Design edge_event_capture, sky130hd; sources not shown.
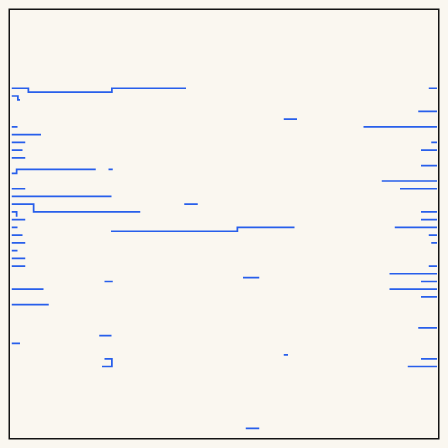
run_1/met3.png
wire length on this layer	262 um
nets with wire on the layer	46
share of all routed wire	6.1%
Vias: 1488
final wirelength: 4330 um

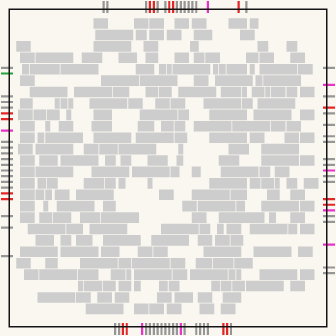
run_1/pins.png
Pins as bars across the die edge, other pins in gray.
color	port	pins	direction	edge
green	resetn	1	input	left
magenta	edge_pulse	8	output	4 right, 2 bottom, 1 top, 1 left
red	mode	16	input	5 top, 4 bottom, 4 left, 3 right
all pins by edge	23 bottom, 22 left, 21 right, 18 top
die width: 75.3 um
PortBufs: 83
Die Ht: 75.3 um

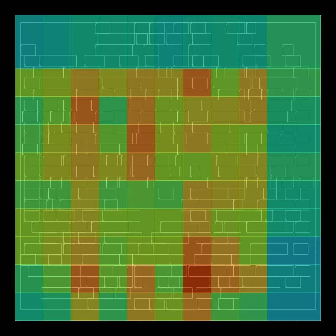
run_1/final_congestion.png
most crowded layer after global routing: met2
met3 GRT Util: 0.0450

==> deck_impl_summary.md, run 1 <==
Run Summary

CTS
  – Worst-path clk slew: 0.06 ns
  – Clk_lat worst skew: 0.32 ns
  – Cell at the root of the clock tree: clkbuf_8
  – Clock buffer depth: 2

Setup path
  – Worst path top cell family by delay: buffers and inverters
  – Max stage delay cell, worst path: clkdlybuf4s50_1
  – Crit Path Category: reg -> out
  – Cell depth of the worst setup path: 1
  – R2R depth: 3
  – Crit path DRT: 1.25 ns
  – Reg-to-reg setup timing slack: 0.30 ns
  – CP Launch Type: register

Yosys
  – Ys flop type: dfrtp_1
  – Yosys cell count: 174
  – Register area share after synthesis: 0.635
  – Synth area leaders: dfrtp_1 (63%), buf_4 (10%), nand4b_1 (5.6%)
  – Synth Area per Inst: 13.6 um^2
  – Yosys top cell area share: 0.635
  – Asr flop ratio synth: 1.00
  – Synthesized cell area: 0.00236 mm^2
  – Yosys reg bits: 60
  – EDFF count, synth: 0

Placed design
  – Gpl congestion: 0.689
  – Placed cells: 294

Floorplanning
  – Top Ports: 84
  – CORE AREA: 0.00514 mm^2
  – FP Core Util: 0.460
  – Die area: 0.00567 mm^2

STA
  – Setup violators final: 0
  – TNS Setup: 0 ns
  – Pin slew with the least headroom to its limit: 0.307 ns
  – Post-route minimum period: 1.46 ns

Job
  – Max cap viols: 0
  – OpenROAD warnings: 26

Routing
  – Drt drc: 0
  – Post-DRT Antenna Nets: 0
  – DR iter-0 viols: 61

Global routing
  – Largest net degree at the start of global routing: 61
  – Initial antenna violation count: 0
  – Vias in the first global route: 1391
  – Total congestion overflow: 0

Outcome
  – Status: finished clean

Cells and area
  – Top cells excl fill/tap: clkdlybuf4s50_1 (74), dfrtp_1 (60), nand4b_1 (15)

Pwr
  – LEAKAGE: 1.50 nW
==> run 1: stage by stage <==
stage / util / hold slack, ns / area (um^2) / setup slack, ns
global route: 0.640 / 0.148 / 3290 / 0.000497
detailed placement: 0.589 / 0.0766 / 3030 / 0.303
floorplan: - / -0.246 / 2360 / 0.415
CTS: 0.632 / 0.148 / 3250 / 0.000864
finish: 0.640 / 0.164 / 3290 / 0.0393
global placement: 0.589 / 0.0748 / 3030 / 0.324
==> run 1: cells in the mapped netlist, drive strengths merged, types with 2 or more instances <==
| master | count |
|---|---|
| nand2b | 8 |
| nand2 | 9 |
| buf | 36 |
| a22oi | 4 |
| nand3 | 7 |
| nor2 | 2 |
| inv | 5 |
| nor3b | 14 |
| o21ai | 3 |
| mux2 | 6 |
| nand4b | 15 |
| dfrtp | 60 |
==> run 1: worst reg2reg max path, stage by stage (launching register included) <==
cell and delay, ns:
dfrtp_1 0.36, buf_4 0.24, inv_4 0.15, nor3b_1 0.26
==> run 1: logic make-up (layout without fill, tap and decap cells) <==
group / Yosys count / in the layout / synth area share
AOI/OAI and AO/OA: 10 / 10 / 0.0280
xor gates and xnor gates: 1 / 1 / 0.00370
buffers and inverters: 41 / 113 / 0.130
DFF: 60 / 60 / 0.635
muxes: 6 / 6 / 0.0286
and+or+nand+nor: 56 / 56 / 0.175
==> run 1: where the power goes <==
group          switching (mW)  internal [mW]
clock network           0.558          0.837
registers              0.0562           1.72
logic                   0.130          0.288
total                   0.745           2.84
==> run 1: routing by layer <==
layer | track usage | routed length [um] | vias up
li1 | - | - | 701
met4 | 0.113 | 108 | 0
met3 | 0.0450 | 262 | 10
met5 | 0 | 0 | -
met1 | 0.185 | 1760 | 722
met2 | 0.276 | 2200 | 55
==> run 1: area by class of cell <==
cell class / instances / area, um^2
tap: 70 / 87.6
clock buffer: 12 / 155
clock inverter: 2 / 35.0
timing repair buffer: 94 / 932
sequential: 60 / 1500
multi-input combinational: 73 / 557
inverter: 5 / 21.3
fill: 433 / 1850
==> run 1: repair_timing <==
action	in CTS	in global routing
resized	3	5
setup endpoints to repair	6	7
setup buffers	3	4
cloned	0	0
endpoints found under the hold margin	60	0
hold buffers	1	0
## Run 2: what changed since run 1
--- a/config.mk
+++ b/config.mk
@@ -9,7 +9,7 @@
 export CORE_UTILIZATION = 44
 export CTS_CLUSTER_DIAMETER = 60
 export DETAILED_ROUTE_END_ITERATION = 12
-export GPL_ROUTABILITY_DRIVEN = 1
+export GPL_ROUTABILITY_DRIVEN = 0
 export GPL_TIMING_DRIVEN = 1
 export PLACE_DENSITY = 0.76
 export SYNTH_ARGS = -nofsm -noshare
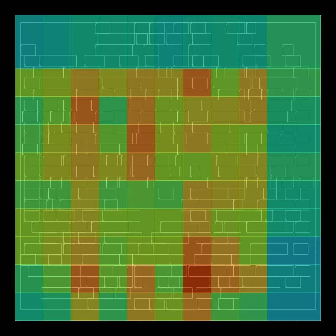
run_2/final_congestion.png
Avg WL per Cell: 13.7 um
M1 GR Usage: 0.185
GRT Total Usage: 0.165

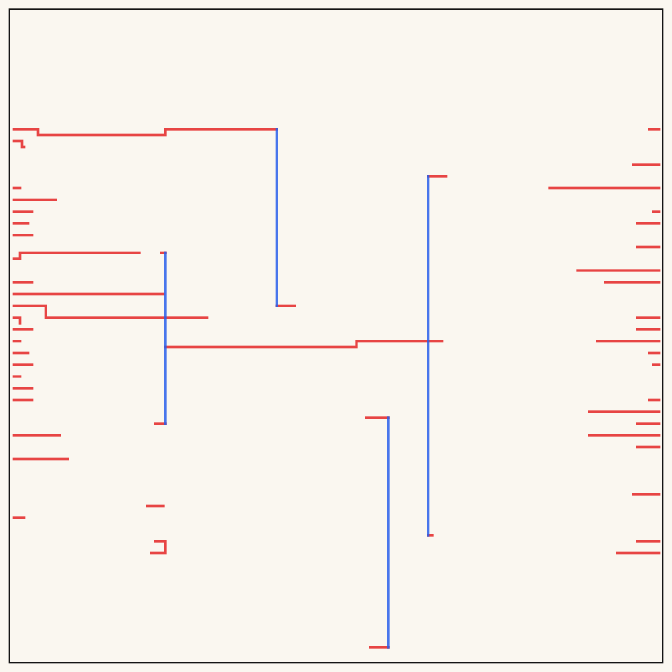
run_2/metal_stack.png
Only two layers are drawn.
color	layer	wire length
red	met3	262 um
blue	met4	108 um

==> deck_impl_summary.md, run 2 <==
Run Summary

Routing
  – Post-DRT Antenna Nets: 0
  – Vias: 1488
  – Final wirelength: 4330 um

Setup path
  – Cell depth of the worst setup path: 1
  – Crit Path Category: reg -> out
  – Reg-to-reg setup timing slack: 0.30 ns
  – CP Launch Type: register
  – Max stage delay cell, worst path: clkdlybuf4s50_1
  – Worst path top cell family by delay: buffers and inverters

CTS
  – Clock buffer depth: 2
  – Clk_lat worst skew: 0.32 ns
  – Worst-path clk slew: 0.06 ns
  – Cell at the root of the clock tree: clkbuf_8

Yosys
  – Asr flop ratio synth: 1.00
  – Register area share after synthesis: 0.635
  – Most frequent cell after synthesis: dfrtp_1
  – Yosys reg bits: 60
  – Ys flop type: dfrtp_1
  – Synthesized cell area: 0.00236 mm^2
  – Yosys top cell area share: 0.635
  – Synth area leaders: dfrtp_1 (63%), buf_4 (10%), nand4b_1 (5.6%)
  – Most frequent cells after synthesis: dfrtp_1 (60), buf_4 (32), nand4b_1 (15)

Job
  – Max cap viols: 0

Pwr
  – Comb pwr share: 0.117
  – Net Sw Frac: 0.208
  – Psw: 0.745 mW
  – Internal: 2.84 mW
  – Reg power frac: 0.494

Cells and area
  – Top cells excl fill/tap: clkdlybuf4s50_1 (74), dfrtp_1 (60), nand4b_1 (15)
  – Comb area: 557 um^2

STA
  – Worst hold slack: 0.164 ns
  – Pin slew with the least headroom to its limit: 0.307 ns
  – Post-route minimum period: 1.46 ns

Floorplanning
  – Die area: 0.00567 mm^2
  – Top Ports: 84
  – FP Core Util: 0.460

Global routing
  – Vias in the first global route: 1391
  – Total congestion overflow: 0

Placed design
  – Placed cells: 294

Outcome
  – Status: finished clean
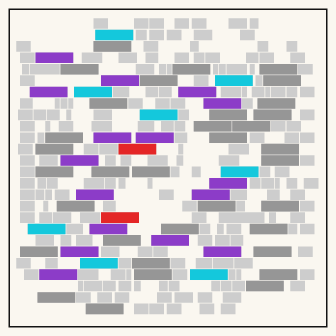
run_2/registers.png
Other sequential cells in the stronger gray, the rest of the logic in the fainter gray.
color	name in the netlist	sequential cells
cyan	g_ch.u_ch.level_o	8
red	warm_cnt_q	2
purple	g_ch.u_ch.sync_q	16
not colored	34
Seq group: 1.77 mW
Register Area: 0.00150 mm^2
final core occ: 0.640

run 2: cell counts in the layout (fill, tap and decap cells not counted):
No cell type changed its count.
run 2: area by class of cell:
| cell class | instances | share of cell area |
|---|---|---|
| Tap cell | 70 | 0.0266 |
| Multi-Input combinational cell | 73 | 0.169 |
| Sequential cell | 60 | 0.456 |
| Clock buffer | 12 | 0.0472 |
| Inverter | 5 | 0.00647 |
| Clock inverter | 2 | 0.0107 |
| Timing Repair Buffer | 94 | 0.283 |
run 2: routing by layer:
| metal | routed length, um | share of wire | global-route usage |
|---|---|---|---|
| met1 | 1760 | 0.41 | 0.185 |
| met2 | 2200 | 0.51 | 0.276 |
| met3 | 262 | 0.061 | 0.0450 |
| met4 | 108 | 0.025 | 0.113 |
| met5 | 0 | 0 | 0 |
run 2: cell families (layout without fill, tap and decap cells):
logic type	after synthesis	count (layout)	synth area share
AND/OR/NAND/NOR	56	56	0.175
buffers and inverters	41	113	0.130
multiplexers	6	6	0.0286
XOR/XNOR	1	1	0.00370
AND-OR/OR-AND	10	10	0.0280
flip-flops	60	60	0.635
run 2: repair_timing:
action / in CTS / in global routing
endpoints found under the hold margin: 60 / 0
gates resized: 3 / 5
setup buffers: 3 / 4
hold buffers: 1 / 0
setup endpoints to repair: 6 / 7
cloned: 0 / 0
run 2: per-stage QoR:
| step | cell area (um^2) | power (mW) | utilization | worst slack, ns |
|---|---|---|---|---|
| 5_1_grt | 3290 | 3.74 | 0.640 | 0.000497 |
| 2_1_floorplan | 2360 | 1.95 | - | 0.415 |
| 3_3_place_gp | 3030 | 2.20 | 0.589 | 0.324 |
| 4_1_cts | 3250 | 3.62 | 0.632 | 0.000864 |
| 3_5_place_dp | 3030 | 2.21 | 0.589 | 0.303 |
| 6_report | 3290 | 3.59 | 0.640 | 0.0393 |
run 2: power by group through the flow:
stage                     registers (mW)  clock network (mW)  logic, mW
after floorplan                     1.80                   0      0.157
after global placement              1.80                   0      0.399
after detailed placement            1.81                   0      0.405
after CTS                           1.77                1.43      0.416
after global routing                1.78                1.50      0.458
final                               1.77                1.40      0.418
Power is estimated from default activity; no workload was simulated.
